**Run 1: cell placement**

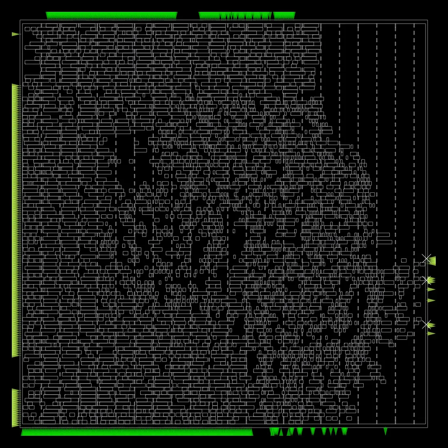
**Run 1: cell density map**

30 x 30 tiles, from white (low) to dark blue (high), 0 to 100% covered.
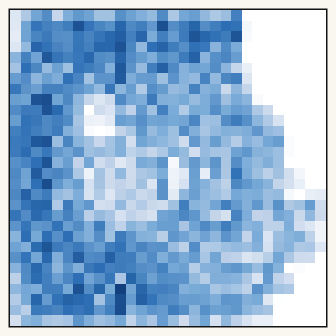
**Run 1: clock wires, drivers and flops**

Bar = 100 µm.
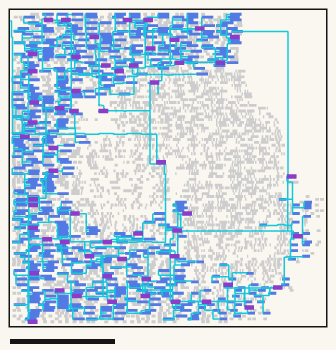
==> config.mk <==
export PLATFORM = sky130hd
export DESIGN_NAME = mixer_sequencer
export DESIGN_NICKNAME = d
export VERILOG_FILES = /design/src/rtl/mixer_sequencer.sv
export SDC_FILE = /design/constraint.sdc
export NUM_CORES = 1
export LEC_CHECK = 0
export CELL_PAD_IN_SITES_DETAIL_PLACEMENT = 1
export CELL_PAD_IN_SITES_GLOBAL_PLACEMENT = 2
export CORE_MARGIN = 1.5
export CORE_UTILIZATION = 37
export DETAILED_ROUTE_END_ITERATION = 16
export PLACE_DENSITY = 0.81
export SYNTH_ARGS = -nofsm -noshare
export SYNTH_HDL_FRONTEND = slang
export SYNTH_SLANG_ARGS = --single-unit
==> constraint.sdc <==
create_clock -name clk_in -period 35.5 [get_ports clk_in]
set_clock_uncertainty 0.1 [all_clocks]
set_input_delay 7.1 -clock clk_in [delete_from_list [all_inputs] [get_ports clk_in]]
set_output_delay 7.1 -clock clk_in [all_outputs]
set_load 0.01 [all_outputs]
==> results.py, run 1 <==
# Auto-generated metrics
metrics = {
    "global_route": {
        "top_usage_layer": "met2",
        "grt_pass1_vias": 24242,
        "grt_pass1_wl_mm": 151,
    },
    "cells_and_area": {
        "largest_class": "combinational gates",
        "comb_area_um2": 16300,
        "fillerInstances": 9052,
        "flops": 518,
        "fin_area_um2": 41000,
        "nNetsFinal": 3896,
        "buf_share_pct": 12.9,
    },
    "critical_path": {
        "cp_num_cells": 42,
        "cpPeakStageDelay_ns": 0.73,
        "cp.required_ns": 35.90,
        "critPathSlowestCell": "o21ai_2",
        "arrival_ns": 13.29,
        "cpMostUsedCell": "fa_1",
    },
    "drt": {
        "drt_iter0_drc": 1414,
        "firstDrtPassIters": 13,
        "wl_met1_mm": 39.9,
        "met3_length_mm": 4.86,
        "drc": 6,
        "via_count": 21969,
    },
    "status": {
        "violations": "DRC",
        "status": "finished with violations",
    },
    "clocking": {
        "numCtsBuffers": 56,
        "cts_root_buffer": "clkbuf_16",
        "clock-sinks": 518,
    },
    "die": {
        "taps": 1165,
        "die-width_um": 302,
    },
    "place": {
        "dp_hpwl_mm": 78.7,
        "post_dp_cell_area_um2": 39300,
        "port_buffers": 492,
    },
    "job": {
        "warnings": 95,
    },
    "min_path": {
        "min_path_type": "register to register",
    },
    "yosys": {
        "top_cell": "edfxtp_1",
        "ys_sh_simple_pct": 8.17,
        "ys_top_logic_family": "adder cells",
        "syn-instance-count": 2534,
        "seq_area_frac_synth_pct": 45.3,
        "ys_sh_aoi_pct": 4.60,
        "numSynthFlops": 518,
        "yosys_area_um2": 33100,
        "synthTopCellsByArea": "edfxtp_1 42%, fa_1 13%, mux4_2 10%",
    },
}
-- 'cell placement' (at the start) --
fin cells: 4,234
row cnt: 109

-- 'cell density map' (at the start) --
fullest tile: 93%
nearly empty tiles: 13%
mean over tiles: 43%
fin util: 46.3%
core area: 88,500 µm²
Floorplan Utilization: 37.3%

-- 'clock wires, drivers and flops' (at the start) --
[blue] flip-flops | count: 518
[cyan] clock wires | length: 7,210 µm
[purple] clock-net drivers | count: 56
flops lie: widely spread
routed clock nets: 57
Latency at later pin: 0.63 ns

**Run 1: ports around the boundary**

Pins as bars across the die edge, other pins in gray.
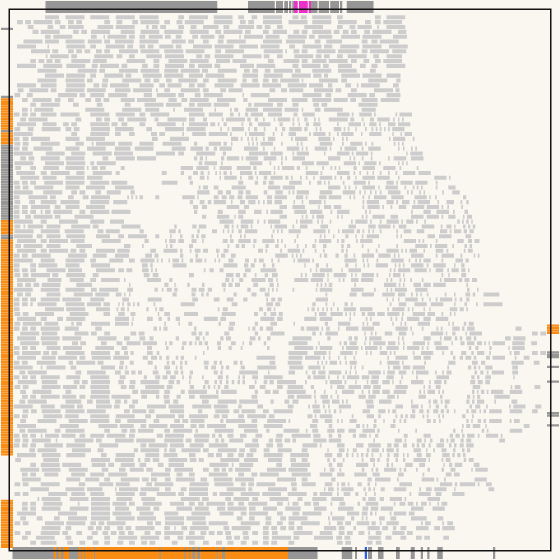

--- run 2 (diff from run 1) ---
Clock period 35.5 ns to 13.2 ns, I/O delays scaled along.
**Run 2: ports around the boundary**

Pins as bars across the die edge, other pins in gray.
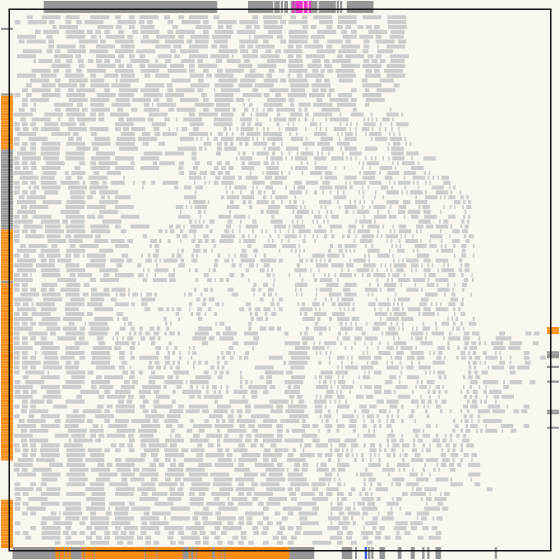
| color | port | pins | direction | edge |
|---|---|---|---|---|
| orange | envelope_channels | 256 | input | 136 left, 117 bottom, 3 right |
| blue | rst_in | 1 | input | bottom |
| magenta | channel_mask | 8 | input | top |
all pins by edge: 206 bottom, 172 left, 168 top, 11 right
Port-buffer cells: 492
die width: 302 µm
die span in y: 302 µm

==> run 2 against run 1 <==
Compared with the run above: the flow still finishes with violations (DRC); non-clock buffer count grew 4; cell area grew 0.51%; global-route usage is essentially flat; routed wire length grew 0.72%; register-to-register slack lost 21 ns; die area is the same; critical endpoint is now acc[22]$_SDFFE_PP0P_; highest routed layer unchanged; clock-buffer cell count shrank 4; maximum frequency grew 9.0%; sequential share of layout area shrank 0.19 points.
==> results.py, run 2 <==
# Auto-generated metrics
metrics = {
    "status": {
        "status": "finished with violations",
        "violations": "DRC",
    },
    "cells_and_area": {
        "largest_class": "combinational gates",
        "instances_no_fill": 4247,
        "nNetsFinal": 3901,
        "flops": 518,
    },
    "yosys": {
        "yosys_area_um2": 33100,
        "synthTopCellsByArea": "edfxtp_1 42%, fa_1 13%, mux4_2 10%",
        "syn-instance-count": 2534,
        "numSynthFlops": 518,
        "ys_top_logic_family": "adder cells",
    },
    "critical_path": {
        "cp.required_ns": 13.56,
        "cp_num_cells": 37,
        "critPathSlowestCell": "edfxtp_1",
        "arrival_ns": 12.18,
        "cpMostUsedCell": "fa_1",
    },
    "drt": {
        "wl_met1_mm": 39.7,
        "drc": 8,
    },
    "global_route": {
        "grt_pass1_vias": 24616,
        "grt_pass1_wl_mm": 151,
    },
    "min_path": {
        "min_path_type": "register to register",
    },
    "clocking": {
        "cts_root_buffer": "clkbuf_16",
    },
    "job": {
        "warnings": 95,
    },
    "place": {
        "dp_hpwl_mm": 80.4,
    },
}
